--- config.mk ---
export PLATFORM = sky130hd
export DESIGN_NAME = hist_frame_seq_flat
export DESIGN_NICKNAME = d
export VERILOG_FILES = /design/src/rtl/hist_frame_seq_if.sv /design/src/rtl/hist_frame_seq.sv /design/src/flat_wrapper.sv
export SDC_FILE = /design/constraint.sdc
export NUM_CORES = 1
export LEC_CHECK = 0
export ABC_AREA = 1
export CORE_MARGIN = 2
export CORE_UTILIZATION = 54
export DETAILED_ROUTE_END_ITERATION = 6
export PLACE_DENSITY = 0.77
export SYNTH_ARGS = -nofsm -noshare
export SYNTH_HDL_FRONTEND = slang
export SYNTH_SLANG_ARGS = --single-unit
--- constraint.sdc ---
create_clock -name clk -period 2 [get_ports clk]
set_input_delay 0.6 -clock clk [delete_from_list [all_inputs] [get_ports clk]]
set_output_delay 0.6 -clock clk [all_outputs]
set_load 0.01 [all_outputs]
--- src/rtl/hist_frame_seq_if.sv ---
// Signal bundle between the histogram-equalization frame sequencer and its
// video, CDF-engine and LUT-bank neighbours.
interface hist_frame_seq_if #(
  parameter int SKIP_W = 8
);
  logic              enable_i;
  logic              video_sop_i;
  logic              video_eop_i;
  logic              cdf_clean_i;
  logic              cdf_update_i;
  logic [7:0]        cdf_update_addr_i;
  logic              err_clr_i;
  logic              hist_en_o;
  logic              cdf_start_o;
  logic              lut_wr_en_o;
  logic              lut_wr_bank_o;
  logic              lut_rd_bank_o;
  logic              lut_ready_o;
  logic [SKIP_W-1:0] skip_cnt_o;
  logic              err_seq_o;
  logic              err_addr_o;
  logic              err_timeout_o;

  // Environment side: drives video/CDF events, observes sequencer outputs.
  modport master (
    output enable_i, video_sop_i, video_eop_i, cdf_clean_i, cdf_update_i,
           cdf_update_addr_i, err_clr_i,
    input  hist_en_o, cdf_start_o, lut_wr_en_o, lut_wr_bank_o, lut_rd_bank_o,
           lut_ready_o, skip_cnt_o, err_seq_o, err_addr_o, err_timeout_o
  );

  modport slave (
    input  enable_i, video_sop_i, video_eop_i, cdf_clean_i, cdf_update_i,
           cdf_update_addr_i, err_clr_i,
    output hist_en_o, cdf_start_o, lut_wr_en_o, lut_wr_bank_o, lut_rd_bank_o,
           lut_ready_o, skip_cnt_o, err_seq_o, err_addr_o, err_timeout_o
  );
endinterface

--- src/rtl/hist_frame_seq.sv ---
// Frame-level sequencer for histogram equalization: gates accumulation, kicks the
// CDF/LUT engine, checks its LUT writes and ping-pongs two LUT banks at start-of-frame.
module hist_frame_seq #(
  parameter int LUT_ENTRIES = 256,
  parameter int TIMEOUT     = 4096,
  parameter int SKIP_W      = 8
) (
  input logic           clk,
  input logic           rst,
  hist_frame_seq_if.slave bus
);
  localparam int CNT_W = 9;
  localparam int TMO_W = $clog2(TIMEOUT + 1);

  typedef enum logic [2:0] {
    IDLE, WAIT_SOP, ACCUM, LOAD, CALC, SWAP_PEND
  } state_e;

  state_e            state_q, state_d;
  logic [CNT_W-1:0]  upd_cnt_q, upd_cnt_d;
  logic [TMO_W-1:0]  tmo_cnt_q, tmo_cnt_d;
  logic              hist_en_q, hist_en_d;
  logic              cdf_start_q, cdf_start_d;
  logic              lut_wr_en_q, lut_wr_en_d;
  logic              rd_bank_q, rd_bank_d;
  logic              wr_bank_q, wr_bank_d;
  logic              ready_q, ready_d;
  logic [SKIP_W-1:0] skip_q, skip_d;
  logic              err_seq_q, err_seq_d;
  logic              err_addr_q, err_addr_d;
  logic              err_tmo_q, err_tmo_d;
  logic              tmo_hit;
  logic              busy;

  assign tmo_hit = (tmo_cnt_q == TMO_W'(TIMEOUT - 1));
  assign busy    = (state_q == LOAD) || (state_q == CALC);

  always_comb begin
    state_d     = state_q;
    upd_cnt_d   = upd_cnt_q;
    tmo_cnt_d   = tmo_cnt_q;
    hist_en_d   = hist_en_q;
    cdf_start_d = 1'b0;
    lut_wr_en_d = 1'b0;
    rd_bank_d   = rd_bank_q;
    ready_d     = ready_q;
    // Clear is applied first so that an error raised this cycle still sticks.
    skip_d      = bus.err_clr_i ? '0   : skip_q;
    err_seq_d   = bus.err_clr_i ? 1'b0 : err_seq_q;
    err_addr_d  = bus.err_clr_i ? 1'b0 : err_addr_q;
    err_tmo_d   = bus.err_clr_i ? 1'b0 : err_tmo_q;

    if (!bus.enable_i) begin
      state_d   = IDLE;
      hist_en_d = 1'b0;
    end else begin
      if (bus.cdf_update_i && (state_q != CALC)) err_addr_d = 1'b1;
      if (bus.video_sop_i && busy && (skip_d != '1)) skip_d = skip_d + SKIP_W'(1);

      case (state_q)
        IDLE: state_d = WAIT_SOP;
        WAIT_SOP: begin
          if (bus.video_sop_i) begin
            state_d   = ACCUM;
            hist_en_d = 1'b1;
          end
        end
        ACCUM: begin
          if (bus.video_eop_i) begin
            state_d     = LOAD;
            hist_en_d   = 1'b0;
            cdf_start_d = 1'b1;
            upd_cnt_d   = '0;
            tmo_cnt_d   = '0;
          end else if (bus.video_sop_i) begin
            err_seq_d = 1'b1;
          end
        end
        LOAD: begin
          tmo_cnt_d = tmo_cnt_q + TMO_W'(1);
          if (tmo_hit) begin
            state_d   = WAIT_SOP;
            err_tmo_d = 1'b1;
          end else if (bus.cdf_clean_i) begin
            state_d = CALC;
          end
        end
        CALC: begin
          tmo_cnt_d = tmo_cnt_q + TMO_W'(1);
          if (bus.cdf_update_i) begin
            lut_wr_en_d = 1'b1;
            upd_cnt_d   = upd_cnt_q + CNT_W'(1);
            if (bus.cdf_update_addr_i != upd_cnt_q[7:0]) err_addr_d = 1'b1;
          end
          // A pass completing on the very last allowed cycle is kept.
          if (upd_cnt_d == CNT_W'(LUT_ENTRIES)) begin
            state_d = SWAP_PEND;
          end else if (tmo_hit) begin
            state_d   = WAIT_SOP;
            err_tmo_d = 1'b1;
          end
        end
        SWAP_PEND: begin
          if (bus.video_sop_i) begin
            state_d   = ACCUM;
            hist_en_d = 1'b1;
            rd_bank_d = ~rd_bank_q;
            ready_d   = 1'b1;
          end
        end
        default: state_d = IDLE;
      endcase
    end
    wr_bank_d = ~rd_bank_d;
  end

  always_ff @(posedge clk or posedge rst) begin
    if (rst) begin
      state_q     <= IDLE;
      upd_cnt_q   <= '0;
      tmo_cnt_q   <= '0;
      hist_en_q   <= 1'b0;
      cdf_start_q <= 1'b0;
      lut_wr_en_q <= 1'b0;
      rd_bank_q   <= 1'b0;
      wr_bank_q   <= 1'b1;
      ready_q     <= 1'b0;
      skip_q      <= '0;
      err_seq_q   <= 1'b0;
      err_addr_q  <= 1'b0;
      err_tmo_q   <= 1'b0;
    end else begin
      state_q     <= state_d;
      upd_cnt_q   <= upd_cnt_d;
      tmo_cnt_q   <= tmo_cnt_d;
      hist_en_q   <= hist_en_d;
      cdf_start_q <= cdf_start_d;
      lut_wr_en_q <= lut_wr_en_d;
      rd_bank_q   <= rd_bank_d;
      wr_bank_q   <= wr_bank_d;
      ready_q     <= ready_d;
      skip_q      <= skip_d;
      err_seq_q   <= err_seq_d;
      err_addr_q  <= err_addr_d;
      err_tmo_q   <= err_tmo_d;
    end
  end

  assign bus.hist_en_o     = hist_en_q;
  assign bus.cdf_start_o   = cdf_start_q;
  assign bus.lut_wr_en_o   = lut_wr_en_q;
  assign bus.lut_wr_bank_o = wr_bank_q;
  assign bus.lut_rd_bank_o = rd_bank_q;
  assign bus.lut_ready_o   = ready_q;
  assign bus.skip_cnt_o    = skip_q;
  assign bus.err_seq_o     = err_seq_q;
  assign bus.err_addr_o    = err_addr_q;
  assign bus.err_timeout_o = err_tmo_q;
endmodule

--- src/flat_wrapper.sv ---
// flat-port wrapper written by rule: the top's interface ports become plain ports
module hist_frame_seq_flat 
#(
  parameter int LUT_ENTRIES = 256,
  parameter int TIMEOUT     = 4096,
  parameter int SKIP_W      = 8
)
  (clk, rst, bus_enable_i, bus_video_sop_i, bus_video_eop_i, bus_cdf_clean_i, bus_cdf_update_i, bus_cdf_update_addr_i, bus_err_clr_i, bus_hist_en_o, bus_cdf_start_o, bus_lut_wr_en_o, bus_lut_wr_bank_o, bus_lut_rd_bank_o, bus_lut_ready_o, bus_skip_cnt_o, bus_err_seq_o, bus_err_addr_o, bus_err_timeout_o);
  hist_frame_seq_if #(.SKIP_W(SKIP_W)) bus_i ();
  input logic clk;
  input logic rst;
  input wire logic [$bits(bus_i.enable_i)-1:0] bus_enable_i;
  input wire logic [$bits(bus_i.video_sop_i)-1:0] bus_video_sop_i;
  input wire logic [$bits(bus_i.video_eop_i)-1:0] bus_video_eop_i;
  input wire logic [$bits(bus_i.cdf_clean_i)-1:0] bus_cdf_clean_i;
  input wire logic [$bits(bus_i.cdf_update_i)-1:0] bus_cdf_update_i;
  input wire logic [$bits(bus_i.cdf_update_addr_i)-1:0] bus_cdf_update_addr_i;
  input wire logic [$bits(bus_i.err_clr_i)-1:0] bus_err_clr_i;
  output wire logic [$bits(bus_i.hist_en_o)-1:0] bus_hist_en_o;
  output wire logic [$bits(bus_i.cdf_start_o)-1:0] bus_cdf_start_o;
  output wire logic [$bits(bus_i.lut_wr_en_o)-1:0] bus_lut_wr_en_o;
  output wire logic [$bits(bus_i.lut_wr_bank_o)-1:0] bus_lut_wr_bank_o;
  output wire logic [$bits(bus_i.lut_rd_bank_o)-1:0] bus_lut_rd_bank_o;
  output wire logic [$bits(bus_i.lut_ready_o)-1:0] bus_lut_ready_o;
  output wire logic [$bits(bus_i.skip_cnt_o)-1:0] bus_skip_cnt_o;
  output wire logic [$bits(bus_i.err_seq_o)-1:0] bus_err_seq_o;
  output wire logic [$bits(bus_i.err_addr_o)-1:0] bus_err_addr_o;
  output wire logic [$bits(bus_i.err_timeout_o)-1:0] bus_err_timeout_o;
  assign bus_i.enable_i = bus_enable_i;
  assign bus_i.video_sop_i = bus_video_sop_i;
  assign bus_i.video_eop_i = bus_video_eop_i;
  assign bus_i.cdf_clean_i = bus_cdf_clean_i;
  assign bus_i.cdf_update_i = bus_cdf_update_i;
  assign bus_i.cdf_update_addr_i = bus_cdf_update_addr_i;
  assign bus_i.err_clr_i = bus_err_clr_i;
  assign bus_hist_en_o = bus_i.hist_en_o;
  assign bus_cdf_start_o = bus_i.cdf_start_o;
  assign bus_lut_wr_en_o = bus_i.lut_wr_en_o;
  assign bus_lut_wr_bank_o = bus_i.lut_wr_bank_o;
  assign bus_lut_rd_bank_o = bus_i.lut_rd_bank_o;
  assign bus_lut_ready_o = bus_i.lut_ready_o;
  assign bus_skip_cnt_o = bus_i.skip_cnt_o;
  assign bus_err_seq_o = bus_i.err_seq_o;
  assign bus_err_addr_o = bus_i.err_addr_o;
  assign bus_err_timeout_o = bus_i.err_timeout_o;
  hist_frame_seq #(.LUT_ENTRIES(LUT_ENTRIES), .TIMEOUT(TIMEOUT), .SKIP_W(SKIP_W)) u_core (.clk(clk), .rst(rst), .bus(bus_i));
endmodule
### Met2 routing, run 1

Drawn at 4 px/um.
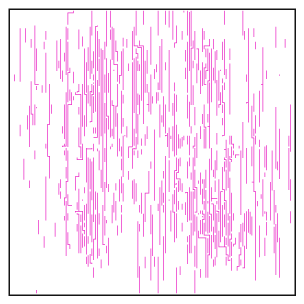
The layer holds 50% of the routed length. 343 nets have wire on it. The layer carries 2880 um of wire.

### Clock wiring as the flow saved it, run 1

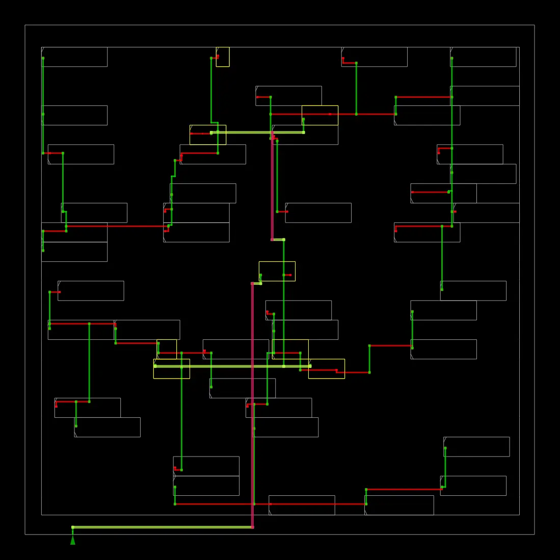
worst-case clock skew: 0.006902 ns
Clock net power: 0.569 mW
flip-flop and latch count: 42
clk latency late pin: 0.29 ns

### Metal 3, run 1

Drawn at 4 px/um.
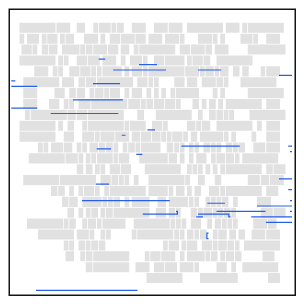
The layer holds 3.7% of the routed length. The layer carries 213 um of wire. The wires run mostly horizontal. 29 nets have wire on it.

### Signal wires by layer, run 1

Drawn at 6 px/um.
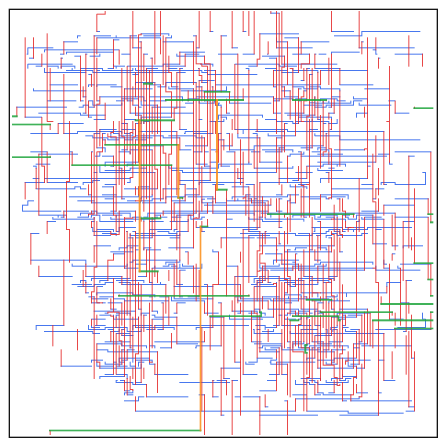
M3: shown in green, wire length 213 um. M2: shown in red, wire length 2880 um. M1: shown in blue, wire length 2590 um. M4: shown in orange, wire length 83.0 um.

==> Slide: Implementation Results, run 1 <==
Physical Implementation Snapshot

Synthesis
  • Number of warning messages in the yosys log: 0
  • Yosys stat cell total: 318
  • Largest area contributor in the netlist: dfrtp_1
  • Cell count after synthesis: 318
  • Syn Nets: 337
  • Synthesis-stage register bit count: 42
  • Proportion of synthesized flip-flops having asynchronous set or reset: 100.0%
  • Seq share, synth: 43.28%
  • YS chip area: 2431 um^2
  • Number of library cell types mapped by synthesis: 32
  • Top area contributor share: 42.20%
  • Post-synthesis instance area: 2431 um^2
  • Post-synth area hogs: dfrtp_1, nand2_1, inv_1
  • Post-synth top flop: dfrtp_1

Placed design
  • Final GP Congestion: 0.9190
  • Standard cell area after detailed placement: 3079 um^2
  • Post-DP HPWL: 4.277 mm
  • Count of buffers inserted at the top-level ports: 32

GRT
  • Pin count of the biggest net entering global routing: 25
  • Global-route wire length before repair: 9.673 mm
  • Vias in the first global route: 2275
  • Initial antenna violation count: 0
  • Total congestion overflow after global routing: 0
  • Overall Global Routing Usage: 24.31%

Clock network
  • Number of buffers inserted to repair setup after CTS: 1
  • Clock transition at the registers of the reported paths: 0.08 ns
  • Post-CTS sizing: 8
  • Clock root buffer: clkbuf_8
  • TritonCTS clock tree: built
  • Hold buffer count at CTS: 0
  • CTS sink count: 42
  • Buffer depth of the longest clock path: 2
  • Deepest level of the CTS H-tree: 2

Worst setup path
  • Startpoint of the lowest-slack register-to-register path: u_core.upd_cnt_q[0]$_DFFE_PP0P_
  • Data required time at the worst endpoint: 2.18 ns
  • Max FO, Critical Path: 6
  • Setup CP Type: in2reg
  • Slack of the worst reg-to-reg path: 0.20 ns
  • Critical Path Sink Type: flop
  • Number of cells on the worst reg-to-reg path: 13
  • Crit path launch: bus_err_clr_i
  • CP Capture Point: u_core.bus.skip_cnt_o[5]$_DFF_PP0_
  • Kind of launch point of the worst setup path: input pin
  • Worst reg2reg endpoint: u_core.state_q[0]$_DFFE_PP0P_

Drt
  • DR DRC count: 0
  • Total Wirelength: 5.764 mm
  • Count of TritonRoute iterations in the first routing pass: 4
  • Drt via density: 5.179
  • DRT iter0 DRCs: 131
  • Post-detailed-route count of antenna-violating nets: 0
  • Wire length per cell: 12.92 um
  • Vias: 2310

Floorplanning
  • Placeable core area: 4354 um^2
  • Top Ports: 33
  • Vertical extent of the die: 71.10 um
  • Row Count: 24
  • Core Util at FP: 55.83%
  • Horizontal die dimension: 71.10 um

STA
  • Worst-margin pin slew: 0.3869 ns
  • Number of max-slew violations in the final report: 0
  • Worst slew margin: 73.97%
  • Final setup violation count: 0
  • Number of endpoints with negative hold slack in the final report: 0
  • Minimum clock period after layout: 1.947 ns
  • Timing-limited maximum frequency: 0.5137 GHz
  • Portion of the clock cycle consumed by the worst path in the final layout: 97.33%

Pwr
  • P per Cell Area: 876.2 nW/um^2
  • Worst IR drop on VDD: 527.9 uV
  • Leakage power of the design: 1.572 nW

Flow run
  • Number of maximum-capacitance violations: 0
  • Number of warnings the tools reported: 26

Cells and area
  • Antenna Diode Count: 0
  • Total number of nets in the final design: 412
  • Most used logic cell in the final layout: nand2_1
  • Fraction of layout cells with a size suffix above 1: 18.53%
  • Post-route cell area: 3221 um^2
  • Top Layout Cells: nand2_1, inv_1, dfrtp_1
  • Area Overhead vs Synth: 32.48%
  • Utilization after layout: 73.97%

Worst hold path
  • Sink of the worst hold path: u_core.bus.lut_ready_o$_DFFE_PP0P_
  • Class of the tightest hold or removal check: reg2reg
  • Worst Hold Launch: u_core.bus.lut_ready_o$_DFFE_PP0P_
  • Number of cells traversed by the worst hold path: 2

Outcome
  • Run status: completed
[run 1: power by group]
part / total (mW) / internal [mW] / switching, mW / leakage [nW]
registers: 1.31 / 1.06 / 0.245 / 0.555
clock network: 0.569 / 0.278 / 0.291 / 0.0472
logic: 0.944 / 0.418 / 0.526 / 0.969
total: 2.82 / 1.76 / 1.06 / 1.57
[run 1: critical path, stage by stage]
cell	delay (ns)
dlygate4sd2_1	0.27
buf_4	0.17
nor2_2	0.18
nand2_1	0.11
nor2_2	0.18
nand3_2	0.11
nand3_2	0.11
inv_2	0.07
nand3_1	0.08
xor2_1	0.17
inv_1	0.07
[run 1: registers in the layout, summed over array words and instances, names as in the netlist]
signal                    flops
u_core.bus.err_addr_o         1
u_core.bus.lut_wr_en_o        1
u_core.bus.err_seq_o          1
u_core.bus.skip_cnt_o         8
u_core.bus.lut_ready_o        1
u_core.upd_cnt_q              9
u_core.tmo_cnt_q             13
u_core.bus.lut_rd_bank_o      1
u_core.bus.hist_en_o          1
u_core.bus.err_timeout_o      1
u_core.bus.lut_wr_bank_o      1
u_core.state_q                3
u_core.bus.cdf_start_o        1
[run 1: synthesized netlist by cell type (2+ instances only)]
| master | n |
|---|---|
| xor2_1 | 14 |
| ha_1 | 3 |
| xnor2_1 | 4 |
| nor3_1 | 5 |
| nand2_2 | 2 |
| nor4_1 | 2 |
| nand2_1 | 75 |
| dfrtp_1 | 41 |
| nor3_4 | 3 |
| nand3_1 | 23 |
| nand3_2 | 2 |
| o21ai_0 | 20 |
| o22ai_1 | 6 |
| nor2_1 | 31 |
| buf_4 | 3 |
| inv_2 | 3 |
| a21oi_1 | 9 |
| nand4_1 | 8 |
| a31oi_1 | 2 |
| inv_1 | 50 |
[run 1: cell families after synthesis]
group	after synthesis	synth area share (%)
and+or+nand+nor	156	29.75
buffers and inverters	57	9.315
xor gates and xnor gates	18	6.485
adders and majority gates	3	1.544
AOI/OAI and AO/OA	42	9.625
DFF	42	43.28
[run 1: routing by layer]
metal	vias up	track usage (%)	routed length (um)
met5	-	0	0
met2	52	41.43	2876
li1	1175	-	-
met4	0	9.224	82
met3	8	4.986	212
met1	1075	30.53	2592
[run 1: layout make-up]
class / instances / area [um^2] / area share (%)
Clock buffer: 6 / 82.58 / 2.564
Sequential cell: 42 / 1054 / 32.71
Clock inverter: 2 / 12.51 / 0.3885
Inverter: 53 / 198.9 / 6.177
Multi-Input combinational cell: 219 / 1177 / 36.56
Timing Repair Buffer: 72 / 630.6 / 19.58
Tap cell: 52 / 65.06 / 2.020
[run 1: metrics by stage]
step / setup WS [ns] / cells / setup TNS (ns) / power (mW) / hold slack, ns
final: 0.05341 / 446 / 0 / 2.822 / 0.4759
after global routing: -0.03849 / 446 / -0.07112 / 3.028 / 0.5071
after floorplan: 0.07398 / 318 / 0 / 1.885 / 0.4554
after CTS: 0.03839 / 444 / 0 / 2.818 / 0.4839
after global placement: -0.3770 / 435 / -5.857 / 2.201 / 0.4533
after detailed placement: -0.4370 / 435 / -7.161 / 2.236 / 0.4629
==> run 2, diff against run 1 <==
Settings changed: ABC_AREA 1 to 0, PLACE_DENSITY 0.77 to 0.76.
==> run 2 against run 1 <==
  * Sequential cell count unchanged
  * Largest cell class unchanged
  * Die area increased by 2.0%
  * Core utilization shrank 0.56 points
  * Total power shrank 14%
  * Highest routed layer unchanged
  * Synthesized area is 2.2% higher
  * Combinational power decreased by 26%
==> Slide: Implementation Results, run 2 <==
Physical Implementation Snapshot

Synthesis
  • YS chip area: 2484 um^2
  • Cell count after synthesis: 259
  • Seq share, synth: 42.37%
  • Proportion of synthesized flip-flops having asynchronous set or reset: 100.0%
  • Mean cell area of the mapped netlist: 9.589 um^2
  • Number of library cell types mapped by synthesis: 57
  • Post-synthesis instance area: 2484 um^2
  • Number of warning messages in the yosys log: 0
  • Synthesis-stage register bit count: 42
  • Syn Nets: 278
  • Largest area contributor in the netlist: dfrtp_1
  • Most numerous cell in the Yosys netlist: dfrtp_1
  • Top area contributor share: 41.31%
  • Count of library flops with an enable pin: 0
  • Post-synth top flop: dfrtp_1
  • Post-synth area hogs: dfrtp_1, xnor2_1, xor2_1
  • Synth top cells by count: dfrtp_1, nand2_1, nor2_1
  • Yosys stat cell total: 259

Pwr
  • Clock Power Share: 27.3%
  • Internal Power: 1.677 mW
  • Switching power as a share of total power: 30.53%
  • Part of the power in registers: 43.7%
  • P per Cell Area: 750.2 nW/um^2
  • Post-layout power: 2.414 mW
  • Combinational fraction of design power: 28.9%
  • Leakage power of the design: 1.383 nW
  • Switching power total: 0.7371 mW
  • Worst IR drop on VDD: 412.0 uV

Cells and area
  • Area of all sequential standard cells: 1052 um^2
  • Flip-flop count of the largest register after layout: 13
  • Area used by multi-input combinational logic: 1378 um^2
  • Most used logic cell in the final layout: dfrtp_1
  • Top Layout Cells: dfrtp_1, buf_4, clkdlybuf4s50_1
  • # fillers: 352
  • Number of cells in the finished layout apart from fillers: 370
  • Area Overhead vs Synth: 29.57%
  • Total number of nets in the final design: 336
  • Antenna Diode Count: 0
  • Fraction of layout cells with a size suffix above 1: 19.81%
  • Post-route cell area: 3218 um^2
  • Utilization after layout: 73.40%
  • Top reg by flops: u_core.tmo_cnt_q

Worst hold path
  • Worst Hold Launch: u_core.bus.lut_ready_o$_DFFE_PP0P_
  • Number of cells traversed by the worst hold path: 1
  • Sink of the worst hold path: u_core.bus.lut_ready_o$_DFFE_PP0P_
  • Class of the tightest hold or removal check: reg2reg

GRT
  • Initial antenna violation count: 0
  • Total congestion overflow after global routing: 0
  • Pin count of the biggest net entering global routing: 43
  • Global-route wire length before repair: 9.673 mm
  • Overall Global Routing Usage: 23.65%
  • Vias in the first global route: 2054

Worst setup path
  • Critical Path Slowest Stage Cell: or4b_1
  • Startpoint of the lowest-slack register-to-register path: u_core.upd_cnt_q[0]$_DFFE_PP0P_
  • Max FO, Critical Path: 2
  • Delay of the slowest critical-path stage: 0.52 ns
  • Setup CP Type: reg2reg
  • Chain of cells forming the critical path: ha_2 > or4b_1 > o211ai_1 > nand4_1 > o22ai_2 > mux2_4
  • Arrival time at the worst endpoint: 2.15 ns
  • Data required time at the worst endpoint: 2.18 ns
  • Number of cells on the worst reg-to-reg path: 6
  • Slack of the worst reg-to-reg path: 0.03 ns
  • Worst reg2reg endpoint: u_core.state_q[1]$_DFFE_PP0P_
  • Kind of launch point of the worst setup path: flop
  • Critical Path Sink Type: flop

Floorplanning
  • Vertical extent of the die: 71.82 um
  • Placeable core area: 4384 um^2
  • Core Util at FP: 56.65%
  • Total die area: 5158 um^2
  • Top Ports: 33
  • Horizontal die dimension: 71.82 um
  • Row Count: 24

STA
  • Portion of the clock cycle consumed by the worst path in the final layout: 98.43%
  • Number of endpoints with negative hold slack in the final report: 0
  • Worst-margin pin slew: 0.4146 ns
  • Setup repair after global routing missed its margin: yes
  • Timing-limited maximum frequency: 0.5080 GHz
  • Final setup violation count: 0
  • Minimum clock period after layout: 1.969 ns
  • Worst-case clock skew: 0.007382 ns
  • Number of max-slew violations in the final report: 0
  • Worst slew margin: 72.36%

Flow run
  • Number of warnings the tools reported: 28
  • Number of maximum-capacitance violations: 0

Drt
  • Vias: 2080
  • Drt via density: 5.622
  • DRT iter0 DRCs: 90
  • Total Wirelength: 5.591 mm
  • Post-detailed-route count of antenna-violating nets: 0
  • Count of TritonRoute iterations in the first routing pass: 4
  • DR DRC count: 0
  • Wire length per cell: 15.11 um

Placed design
  • Final GP Congestion: 0.8314
  • Count of buffers inserted at the top-level ports: 32
  • Post-DP HPWL: 4.079 mm
  • Standard cell area after detailed placement: 3093 um^2
  • Cell Count Post-Placement: 362

Clock network
  • Clock transition at the registers of the reported paths: 0.08 ns
  • Buffer depth of the longest clock path: 2
  • Number of buffers inserted to repair setup after CTS: 0
  • TritonCTS clock tree: built
  • Clk latency late pin: 0.30 ns
  • CTS sink count: 42
  • Clock root buffer: clkbuf_8
  • Deepest level of the CTS H-tree: 2

Outcome
  • Run status: completed
[run 2: cell types whose count changed in the layout (fill, tap and decap cells not counted), sizes merged, moves of 6 or more]
cell,delta
nand4,+8
buf,-6
nor2b,+7
xnor2,+11
inv,-45
nand3,-17
nand2,-56
nor2,-14
[run 2: power groups by stage]
| stage | registers (mW) | clock network (mW) | logic [mW] |
|---|---|---|---|
| after floorplan | 1.05 | 0 | 0.421 |
| after global placement | 1.06 | 0 | 0.667 |
| after detailed placement | 1.07 | 0 | 0.683 |
| after CTS | 1.05 | 0.674 | 0.690 |
| after global routing | 1.07 | 0.706 | 0.766 |
| final | 1.06 | 0.660 | 0.698 |
[run 2: repair_timing]
action	CTS	global route
hold buffers	0	0
hold endpoints to repair	0	0
resized	2	5
pin swaps	2	0
setup endpoints to repair	12	8
[run 2: stage by stage]
stage                     hold slack (ns)  TNS [ns]  worst slack, ns
after global routing               0.5114  -0.03149         -0.02571
after CTS                          0.4762         0          0.02100
after floorplan                    0.4381   -0.3174          -0.1622
final                              0.4758         0          0.03145
after global placement             0.4521    -6.921          -0.4439
after detailed placement           0.4581    -8.360          -0.5631
[run 2: area by class of cell]
cell class	count	area share (%)
timing repair buffer	66	18.23
tap	52	2.022
inverter	8	0.9331
clock inverter	1	0.9331
clock buffer	7	2.372
multi-input combinational	194	42.81
sequential	42	32.70
[run 2: how the worst max path moves through the flow]
stage	from	endpoint	slack, ns	cells past startpoint
after global routing	u_core.upd_cnt_q[0]$_DFFE_PP0P_	u_core.state_q[1]$_DFFE_PP0P_	-0.03	6
after floorplan	bus_err_clr_i	u_core.bus.skip_cnt_o[1]$_DFF_PP0_	-0.16	7
after CTS	u_core.upd_cnt_q[0]$_DFFE_PP0P_	u_core.state_q[1]$_DFFE_PP0P_	0.02	6
final	u_core.upd_cnt_q[0]$_DFFE_PP0P_	u_core.state_q[1]$_DFFE_PP0P_	0.03	6
after detailed placement	bus_err_clr_i	u_core.bus.skip_cnt_o[5]$_DFF_PP0_	-0.56	9
after global placement	bus_err_clr_i	u_core.bus.skip_cnt_o[5]$_DFF_PP0_	-0.44	9
[run 2: logic make-up after synthesis]
logic type,count (synthesis),share of synthesized area [%]
AOI/OAI and AO/OA,46,13.35
adders and majority gates,3,1.511
xor gates and xnor gates,28,9.874
muxes,5,2.267
DFF,42,42.37
and+or+nand+nor,112,26.10
buffers and inverters,23,4.534
[run 2: critical path: cells and delay by family, from the launching register on]
family | cells | cell delay (ns)
adders and majority gates | 1 | 0.20
AOI/OAI and AO/OA | 2 | 0.30
muxes | 1 | 0.32
DFF | 1 | 0.39
and+or+nand+nor | 2 | 0.66
[run 2: routing by layer]
layer  up-vias  share of wire, %  GRT usage (%)
met3         8               3.2          4.219
li1       1047                 -              -
met5         -                 0              0
met4         0               1.5          5.660
met1       990                48          31.76
met2        35                47          39.92
### Clock wiring as the flow saved it, run 2

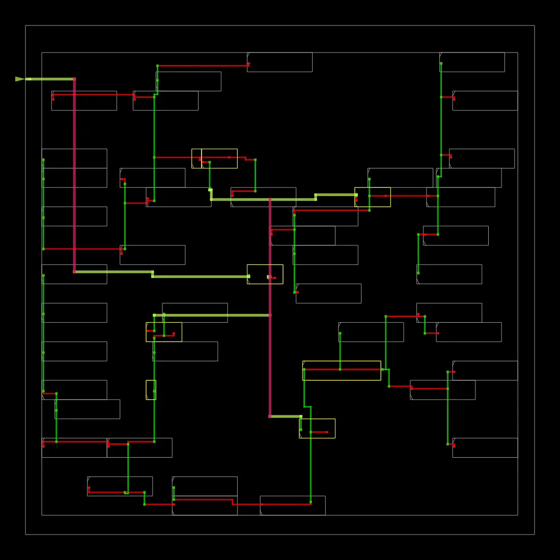
total clock buffers created by CTS: 5
Clock net power: 0.660 mW

### Signal wires by layer, run 2

Drawn at 4 px/um.
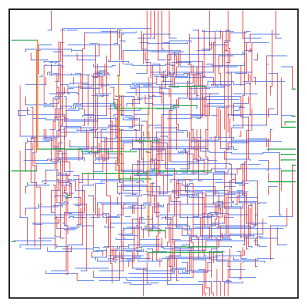
M4: shown in orange, wire length 83.6 um. M2: shown in red, wire length 2650 um. M1: shown in blue, wire length 2680 um. M3: shown in green, wire length 181 um.

==> run 3, diff against run 2 <==
Settings changed: CORE_UTILIZATION 54 to 35, PLACE_DENSITY 0.76 to 0.53.
### Signal wires by layer, run 3

Drawn at 4 px/um.
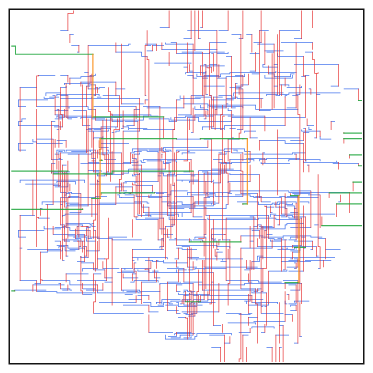
M2: shown in red, wire length 2650 um. M3: shown in green, wire length 220 um. M4: shown in orange, wire length 68.7 um. M1: shown in blue, wire length 2810 um.

==> run 3 against run 2 <==
  * Clock power decreased by 0.6%
  * Synthesized area unchanged
  * Total power about the same
  * Sequential power about the same
  * Sequential share of layout area decreased by 0.78 points
  * Clock skew decreased by 0.0033 ns
  * Setup slack improved by 0.0051 ns
  * Largest power group unchanged
==> Slide: Implementation Results, run 3 <==
Physical Implementation Snapshot

Pwr
  • Clock Power Share: 27.2%
  • Part of the power in registers: 43.6%
  • P per Cell Area: 732.9 nW/um^2
  • Worst IR drop on VDD: 423.0 uV
  • Switching power as a share of total power: 30.19%
  • Internal Power: 1.687 mW
  • Switching power total: 0.7295 mW
  • Combinational fraction of design power: 29.2%
  • Leakage power of the design: 1.395 nW

Synthesis
  • Mean cell area of the mapped netlist: 9.589 um^2
  • Number of library cell types mapped by synthesis: 57
  • Proportion of synthesized flip-flops having asynchronous set or reset: 100.0%
  • Synth Area in Adders: 1.511%
  • Top area contributor share: 41.31%
  • Simple logic cell fraction of the synthesized area: 26.10%
  • Dominant kind of combinational cell: simple AND/OR/NAND/NOR gates
  • Syn Nets: 278
  • Synth top cells by count: dfrtp_1, nand2_1, nor2_1
  • Seq share, synth: 42.37%
  • Cell count after synthesis: 259
  • Count of library flops with an enable pin: 0
  • Post-synth area hogs: dfrtp_1, xnor2_1, xor2_1
  • YS chip area: 2484 um^2
  • Yosys stat cell total: 259
  • Post-synth top flop: dfrtp_1
  • Largest area contributor in the netlist: dfrtp_1
  • Most numerous cell in the Yosys netlist: dfrtp_1
  • Synthesis-stage register bit count: 42
  • Area fraction in compound gates after synthesis: 13.35%
  • Mux cell area share: 2.267%
  • XOR-XNOR Cells, Area Fraction: 9.874%
  • Number of warning messages in the yosys log: 0
  • Post-synthesis instance area: 2484 um^2

Placed design
  • Post-DP HPWL: 4.236 mm
  • Count of buffers inserted at the top-level ports: 32
  • Post-place setup slack: -0.5823 ns
  • Final GP Congestion: 0.8132
  • Cell Count Post-Placement: 408

Cells and area
  • Total number of nets in the final design: 339
  • # fillers: 678
  • Top reg by flops: u_core.tmo_cnt_q
  • Top Layout Cells: dfrtp_1, buf_4, clkdlybuf4s50_1
  • Most used logic cell in the final layout: dfrtp_1
  • Area Overhead vs Synth: 32.75%
  • Flip-flop count of the largest register after layout: 13
  • Fraction of layout cells with a size suffix above 1: 21.18%
  • Antenna Diode Count: 0
  • Number of cells in the finished layout apart from fillers: 417

Floorplanning
  • Core Util at FP: 36.36%
  • Placeable core area: 6832 um^2
  • Vertical extent of the die: 88.24 um
  • Horizontal die dimension: 88.24 um
  • Row Count: 30
  • Total die area: 7786 um^2
  • Top Ports: 33

GRT
  • Initial antenna violation count: 0
  • Pin count of the biggest net entering global routing: 43
  • Vias in the first global route: 2067
  • Total congestion overflow after global routing: 0
  • Global-route wire length before repair: 9.825 mm
  • Overall Global Routing Usage: 15.97%

STA
  • Setup total negative slack: 0 ns
  • Worst-case clock skew: 0.004034 ns
  • Worst slew margin: 71.17%
  • Timing-limited maximum frequency: 0.5093 GHz
  • Hold Worst Slack: 0.4660 ns
  • Portion of the clock cycle consumed by the worst path in the final layout: 98.17%
  • Number of max-slew violations in the final report: 0
  • Final setup violation count: 0
  • Minimum clock period after layout: 1.963 ns
  • Setup repair after global routing missed its margin: yes
  • Number of endpoints with negative hold slack in the final report: 0
  • Setup WS post-layout: 0.03656 ns
  • Worst-margin pin slew: 0.4310 ns

Worst setup path
  • Worst reg2reg endpoint: u_core.state_q[1]$_DFFE_PP0P_
  • Arrival time at the worst endpoint: 2.14 ns
  • Slack of the worst reg-to-reg path: 0.04 ns
  • Max FO, Critical Path: 2
  • Number of cells on the worst reg-to-reg path: 6
  • Critical Path Sink Type: flop
  • Kind of launch point of the worst setup path: flop
  • Setup CP Type: reg2reg
  • Startpoint of the lowest-slack register-to-register path: u_core.upd_cnt_q[1]$_DFFE_PP0P_
  • Data required time at the worst endpoint: 2.18 ns

Flow run
  • Number of warnings the tools reported: 28
  • Number of maximum-capacitance violations: 0

Clock network
  • Hold buffer count at CTS: 0
  • TritonCTS clock tree: built
  • Clk latency late pin: 0.29 ns
  • Deepest level of the CTS H-tree: 2
  • Clock root buffer: clkbuf_8
  • Clock transition at the registers of the reported paths: 0.08 ns
  • CTS sink count: 42
  • Buffer depth of the longest clock path: 2
  • Total clock buffers created by CTS: 5

Drt
  • Wire length per cell: 13.78 um
  • Post-detailed-route count of antenna-violating nets: 0
  • Count of TritonRoute iterations in the first routing pass: 4
  • DRT iter0 DRCs: 75
  • Drt via density: 4.990
  • DR DRC count: 0

Worst hold path
  • Worst Hold Launch: u_core.bus.lut_ready_o$_DFFE_PP0P_
  • Sink of the worst hold path: u_core.bus.lut_ready_o$_DFFE_PP0P_
  • Number of cells traversed by the worst hold path: 1
  • Class of the tightest hold or removal check: reg2reg

Outcome
  • Run status: completed
### Met2 routing, run 3

Drawn at 3 px/um.
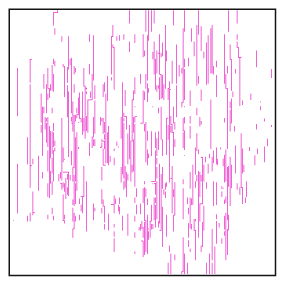
The layer holds 46% of the routed length. The layer carries 2650 um of wire.
met2 Usage GRT: 25.50%
Total Wirelength: 5.745 mm
vias: 2081

==> run 3: worst max-delay path: stages (launching register included) <==
cell	delay, ns
dfrtp_1	0.39
ha_2	0.19
or4b_1	0.49
o211ai_1	0.12
nand4_1	0.15
o22ai_2	0.20
mux2_4	0.31
==> run 3: routing by layer <==
layer	share of wire [%]	GRT usage, %	vias to the layer above
li1	-	-	1051
met2	46	25.50	34
met3	3.8	3.825	9
met4	1.2	4.683	0
met5	0	0	-
met1	49	21.71	987
==> run 3: kinds of logic (layout without fill, tap and decap cells) <==
logic type,count (synthesis),count (layout)
simple gates,112,112
buf+inv,23,85
fa+ha+maj,3,3
mux,5,5
compound gates,46,46
xor+xnor,28,28
flops,42,42
==> run 3: cell type report <==
class                   instances  area (um^2)  area share, %
flip-flops and latches         42         1052          31.92
multi-input cells             194         1384          41.97
clock inverters                 1        30.03         0.9108
inverters                       8        30.03         0.9108
repair buffers                 69        604.3          18.33
clock buffers                   7        76.32          2.315
well taps                      96        120.1          3.643
==> run 3: repair_timing <==
item | CTS | global route
pin swaps | 4 | 7
resized | 2 | 8
endpoints found under the setup margin | 12 | 10
setup buffers | 0 | 1
==> run 3: power by group through the flow <==
stage,Clock (mW),Combinational (mW),Sequential (mW)
CTS,0.680,0.697,1.05
global placement,0,0.688,1.07
floorplan,0,0.421,1.05
global route,0.713,0.783,1.07
finish,0.656,0.706,1.05
detailed placement,0,0.693,1.07
==> run 3: worst max-delay path by stage <==
stage                                          startpoint                                 end  slack, ns  cells past startpoint
after floorplan                             bus_err_clr_i  u_core.bus.skip_cnt_o[1]$_DFF_PP0_      -0.16                      7
after global placement                      bus_err_clr_i  u_core.bus.skip_cnt_o[6]$_DFF_PP0_      -0.53                      9
after detailed placement                    bus_err_clr_i  u_core.bus.skip_cnt_o[6]$_DFF_PP0_      -0.58                      9
after CTS                                 bus_video_eop_i     u_core.upd_cnt_q[5]$_DFFE_PP0P_    0.00006                      6
after global routing      u_core.upd_cnt_q[1]$_DFFE_PP0P_       u_core.state_q[1]$_DFFE_PP0P_      -0.04                      6
final                     u_core.upd_cnt_q[1]$_DFFE_PP0P_       u_core.state_q[1]$_DFFE_PP0P_       0.04                      6
==> run 3: through the flow <==
step           power (mW)  instance area (um^2)  utilization [%]
2_1_floorplan       1.468                  2544                -
3_3_place_gp        1.754                  3163            46.30
3_5_place_dp        1.760                  3163            46.30
4_1_cts             2.427                  3267            47.82
5_1_grt             2.568                  3297            48.26
6_report            2.416                  3297            48.26

## Gallery

Supply network.
picture 1
Drawn at 4 px/um. Pins as bars on the die edge. Tap cells in gray.
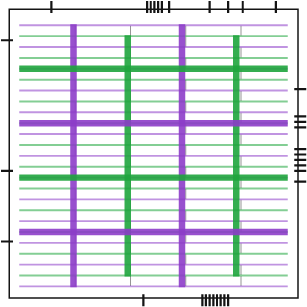
picture 2
Drawn at 6 px/um. Pins as bars on the die edge. Tap cells in gray.
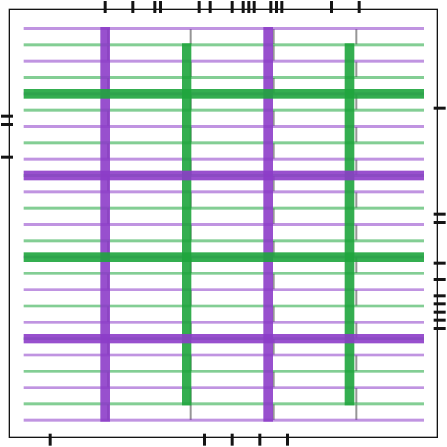
run 2: picture 1
run 1: picture 2

Key to picture 2:
VDD: shown in green. VSS: shown in purple.
25 met1 rails follow the rows. 52 tap cells. 4 straps on met4. The core has 24 rows.

No activity file was given, so power comes from the tool's default toggle rates.
